--- src/rtl/isa_fill.sv ---
// Multi-register fill unit: writes a zero/ones/immediate/ramp pattern into
// `count` consecutive registers from r0, one register-file write per cycle.
module isa_fill #(
    parameter int DATA_W   = 64,
    parameter int REG_ID_W = 4,
    parameter int CNT_W    = 5
) (
    input  logic                clk,
    input  logic                rst_n,
    input  logic                enabled,
    input  logic [REG_ID_W-1:0] r0,
    input  logic [CNT_W-1:0]    count,
    input  logic [1:0]          mode,
    input  logic [DATA_W-1:0]   imm,
    output logic [REG_ID_W-1:0] reg_id,
    output logic [DATA_W-1:0]   reg_wd,
    output logic                reg_we,
    output logic                finished
);

    typedef enum logic [1:0] {
        IDLE  = 2'd0,
        WRITE = 2'd1,
        DONE  = 2'd2
    } state_t;

    localparam logic [1:0] MODE_ZERO = 2'd0;
    localparam logic [1:0] MODE_ONES = 2'd1;
    localparam logic [1:0] MODE_IMM  = 2'd2;
    localparam logic [1:0] MODE_RAMP = 2'd3;

    state_t              state_q, state_d;
    logic [CNT_W-1:0]    idx_q, idx_d;
    logic [REG_ID_W-1:0] base_q, base_d;
    logic [CNT_W-1:0]    cnt_q, cnt_d;
    logic [1:0]          mode_q, mode_d;
    logic [DATA_W-1:0]   imm_q, imm_d;

    logic [CNT_W-1:0]    last_idx;

    assign last_idx = cnt_q - CNT_W'(1);

    always_ff @(posedge clk or negedge rst_n) begin
        if (!rst_n) begin
            state_q <= IDLE;
            idx_q   <= '0;
            base_q  <= '0;
            cnt_q   <= '0;
            mode_q  <= MODE_ZERO;
            imm_q   <= '0;
        end else begin
            state_q <= state_d;
            idx_q   <= idx_d;
            base_q  <= base_d;
            cnt_q   <= cnt_d;
            mode_q  <= mode_d;
            imm_q   <= imm_d;
        end
    end

    // Operands are captured only on the IDLE exit edge so the decoder may
    // change its inputs freely while the instruction runs.
    always_comb begin
        state_d = state_q;
        idx_d   = idx_q;
        base_d  = base_q;
        cnt_d   = cnt_q;
        mode_d  = mode_q;
        imm_d   = imm_q;

        case (state_q)
            IDLE: begin
                idx_d = '0;
                if (enabled) begin
                    base_d = r0;
                    cnt_d  = count;
                    mode_d = mode;
                    imm_d  = imm;
                    if (count != '0) begin
                        state_d = WRITE;
                    end else begin
                        state_d = DONE;
                    end
                end
            end
            WRITE: begin
                if (!enabled) begin
                    state_d = IDLE;
                    idx_d   = '0;
                end else if (idx_q == last_idx) begin
                    state_d = DONE;
                    idx_d   = '0;
                end else begin
                    idx_d = idx_q + CNT_W'(1);
                end
            end
            DONE: begin
                idx_d = '0;
                if (!enabled) begin
                    state_d = IDLE;
                end
            end
            default: begin
                state_d = IDLE;
                idx_d   = '0;
            end
        endcase
    end

    // The write port is a pure function of the latched operands and idx; the
    // index addition wraps naturally at the register-file size.
    always_comb begin
        reg_we   = (state_q == WRITE);
        finished = (state_q == DONE);
        reg_id   = base_q + idx_q[REG_ID_W-1:0];
        reg_wd   = '0;
        case (mode_q)
            MODE_ZERO: reg_wd = '0;
            MODE_ONES: reg_wd = '1;
            MODE_IMM:  reg_wd = imm_q;
            MODE_RAMP: reg_wd = imm_q + DATA_W'(idx_q);
            default:   reg_wd = '0;
        endcase
    end

endmodule

--- config.mk ---
export PLATFORM = sky130hd
export DESIGN_NAME = isa_fill
export DESIGN_NICKNAME = d
export VERILOG_FILES = /design/src/rtl/isa_fill.sv
export SDC_FILE = /design/constraint.sdc
export NUM_CORES = 1
export LEC_CHECK = 0
export CORE_ASPECT_RATIO = 1.75
export CORE_MARGIN = 2
export CORE_UTILIZATION = 29
export CTS_CLUSTER_SIZE = 20
export DETAILED_ROUTE_END_ITERATION = 12
export GPL_ROUTABILITY_DRIVEN = 0
export HOLD_SLACK_MARGIN = 0.03
export SLEW_MARGIN = 20
export SYNTH_ARGS = -nofsm -noshare
export SYNTH_HDL_FRONTEND = slang
export SYNTH_SLANG_ARGS = --single-unit
--- constraint.sdc ---
create_clock -name clk -period 3.4 [get_ports clk]
set_clock_uncertainty 0.1 [all_clocks]
set_input_delay 0.68 -clock clk [delete_from_list [all_inputs] [get_ports clk]]
set_output_delay 0.68 -clock clk [all_outputs]
set_load 0.02 [all_outputs]
Figure 1. Cell sizes after repair.
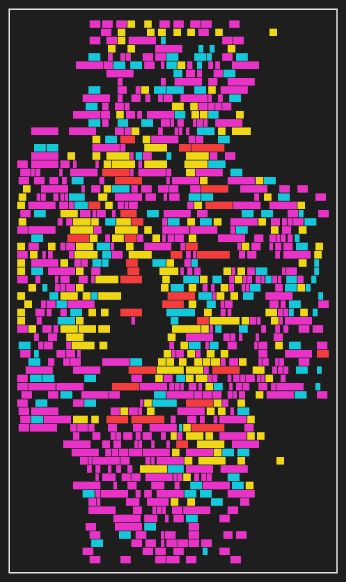
x1 and smaller: shown in magenta, cells 485. x6 and larger: shown in red, cells 31. x2: shown in cyan, cells 130. x3 and x4: shown in yellow, cells 173.
Area Overhead vs Synth: 60.4%
Signal buffers: 261
setup ws final: -0.0488 ns
final instance area: 8760 um^2

Figure 2. Cells colored by class.
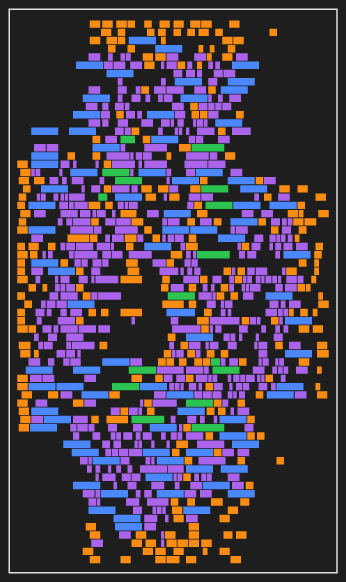
remaining buffers and delay cells: shown in orange, cells 261, share of their area 27%. sequential cells: shown in blue, cells 82, share of their area 24%. clock drivers and dummy loads: shown in green, cells 16, share of their area 4.5%. remaining logic cells: shown in purple, cells 460, share of their area 45%.
# rows: 66
core box area: 18500 um^2
final core utilization: 47.4%
Seq/total area: 23.4%

==> qor.csv <==
metric,value,unit
hpwl,14.0,mm
rr_worst_depth,7,
ys_async_sr_fraction,100,%
chip_area,20000,um^2
synth_area_per_cell,9.55,um^2
cp.required,2.62,ns
wl_met2,10.6,mm
violations,negative setup slack,
clk_path_buf_depth,2,
vdd_drop_max,0.495,mV
grt_pass1_wl,29.9,mm
layout.nets,904,
ys_cells,572,
clk_latency,0.34,ns
tns,-0.288,ns
vias,5383,
hold_violations,0,
clock-sinks,82,
yosys.area.top_type,dfrtp_1,
dieWidth,108,um
ys_ff,82,
synth_seq_share,37.6,%
cts_max_level,3,
crit_path_max_fanout,8,
crit_buf_inv,2,
m1WireLength,7.17,mm
ys.flop_type,dfrtp_1,
outcome,finished with violations,
setup_viol,10,
top_cells_by_count,"dfrtp_1, a21oi_1, mux2_2",
cp_slowest_stage_delay,0.43,ns
io_buffers,147,
wl_per_cell,17.9,um
post-route-drc-count,0,
total_power,8.38,mW
drive_gt1_share,40.8,%
synth.most_common_cell,dfrtp_1,
wl_met3,619,um
critPathTopFamily,simple AND/OR/NAND/NOR gates,
drt-initial-drc-count,211,
ys_warn_count,0,
overflow,0,
powerDensity,957,nW/um^2
rsz0062_at_grt,true,
timing.final.ws_setup,-0.0488,ns
crit_cells,9,
period_minus_slack,3.45,ns
postCtsHoldBufs,0,
Figure 3. Placement density heat map.
The die is cut into 11 by 19 equal tiles; black is low, pale yellow is high, 0 to 100% covered.
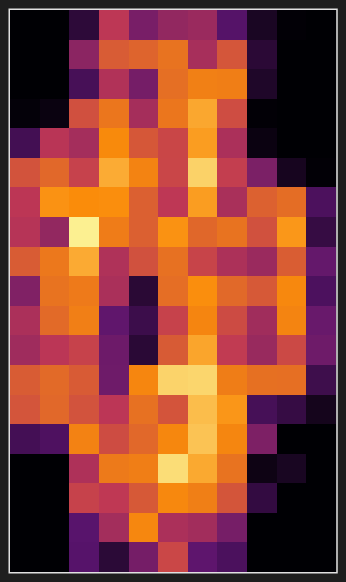
The fullest tile reaches 97%. 18% of the tiles are nearly empty. The mean over all tiles is 42%. The emptiest ninth of the die: north-east. 9.6% of the tiles are over 75% full.
floorplan utilization: 29.5%

## cells by family after synthesis
family / share of synthesized area, %
AND-OR/OR-AND: 14.1
multiplexers: 13.7
AND/OR/NAND/NOR: 18.9
XOR/XNOR: 8.98
flip-flops: 37.6
buffers and inverters: 3.69
adder cells (fa/ha/maj): 3.02
## registers in the layout (all words and copies together) (netlist names)
register,cells
cnt_q,5
idx_q,5
mode_q,2
state_q,2
base_q,4
imm_q,64
## layout by cell type, fill, tap and decap left out, types with 4 or more instances in the layout
cell	instances
a31oi_1	4
buf_2	13
nor3_1	7
o21ai_0	14
clkbuf_2	7
inv_1	18
buf_12	5
clkbuf_16	9
o21ai_1	4
clkdlybuf4s50_1	85
nand2_1	48
nor3_4	8
xor2_1	29
nand4_1	20
a21oi_2	5
nor2_1	19
dfrtp_1	81
xnor2_1	24
ha_1	5
buf_6	11
ha_4	4
and2_1	4
a21oi_1	62
nand3_1	13
nor4_4	12
mux2_2	64
diode_2	5
nand3_2	7
and4_1	7
buf_4	131
bufinv_16	4
## worst reg2reg max path, stage by stage, from the launching register on
cell and delay [ns]:
dfrtp_1 0.41, buf_4 0.15, buf_4 0.15, nand2b_1 0.16, a311oi_1 0.26, a21oi_1 0.07
o211ai_1 0.48, a32o_1 0.26
## path summary, 6_finish.rpt
kind | from | endpoint | slack, ns
min | rst_n | imm_q[27]$_DFFE_PN0P_ | 0.27
max | imm_q[4]$_DFFE_PN0P_ | reg_wd[49] | -0.05
min in group clk | base_q[0]$_DFFE_PN0P_ | base_q[0]$_DFFE_PN0P_ | 0.42
max reg2reg | idx_q[2]$_DFF_PN0_ | state_q[1]$_DFFE_PN0P_ | 1.31
max in group asynchronous | rst_n | imm_q[2]$_DFFE_PN0P_ | 2.20
min reg2reg | base_q[0]$_DFFE_PN0P_ | base_q[0]$_DFFE_PN0P_ | 0.42
## per-layer routing
metal  track usage (%)  up-vias
met5                 0        -
met4              8.46        0
met3              2.56       28
met2              36.1      137
met1              21.3     2650
li1                  -     2568
## per-stage QoR
stage | instances | util [%] | setup slack [ns] | area [um^2]
4_1_cts | 1050 | 45.9 | -0.0825 | 8480
5_1_grt | 1060 | 47.3 | -0.186 | 8750
3_5_place_dp | 1020 | 42.4 | -0.272 | 7850
3_3_place_gp | 1020 | 42.4 | -0.243 | 7850
6_report | 1062 | 47.4 | -0.0488 | 8760
2_1_floorplan | 572 | - | 0.173 | 5460
## timing repair
action                     CTS  global route
cloned                       0             0
gates resized              266            98
setup endpoints to repair   60            62
buffers inserted            14             8
pin swaps                   44            54
## area by class of cell
| cell class | count | area [um^2] |
|---|---|---|
| clock buffer | 10 | 239 |
| inverter | 20 | 77.6 |
| timing repair buffer | 261 | 2260 |
| clock inverter | 6 | 138 |
| sequential | 82 | 2050 |
| antenna | 5 | 12.5 |
| fill | 1758 | 9740 |
| tap | 238 | 298 |
| multi-input combinational | 440 | 3680 |
## power breakdown
part / switching, mW / internal [mW]
Sequential: 0.488 / 1.45
Clock: 0.424 / 0.816
Combinational: 2.81 / 2.39
Power is estimated from default activity; no workload was simulated.
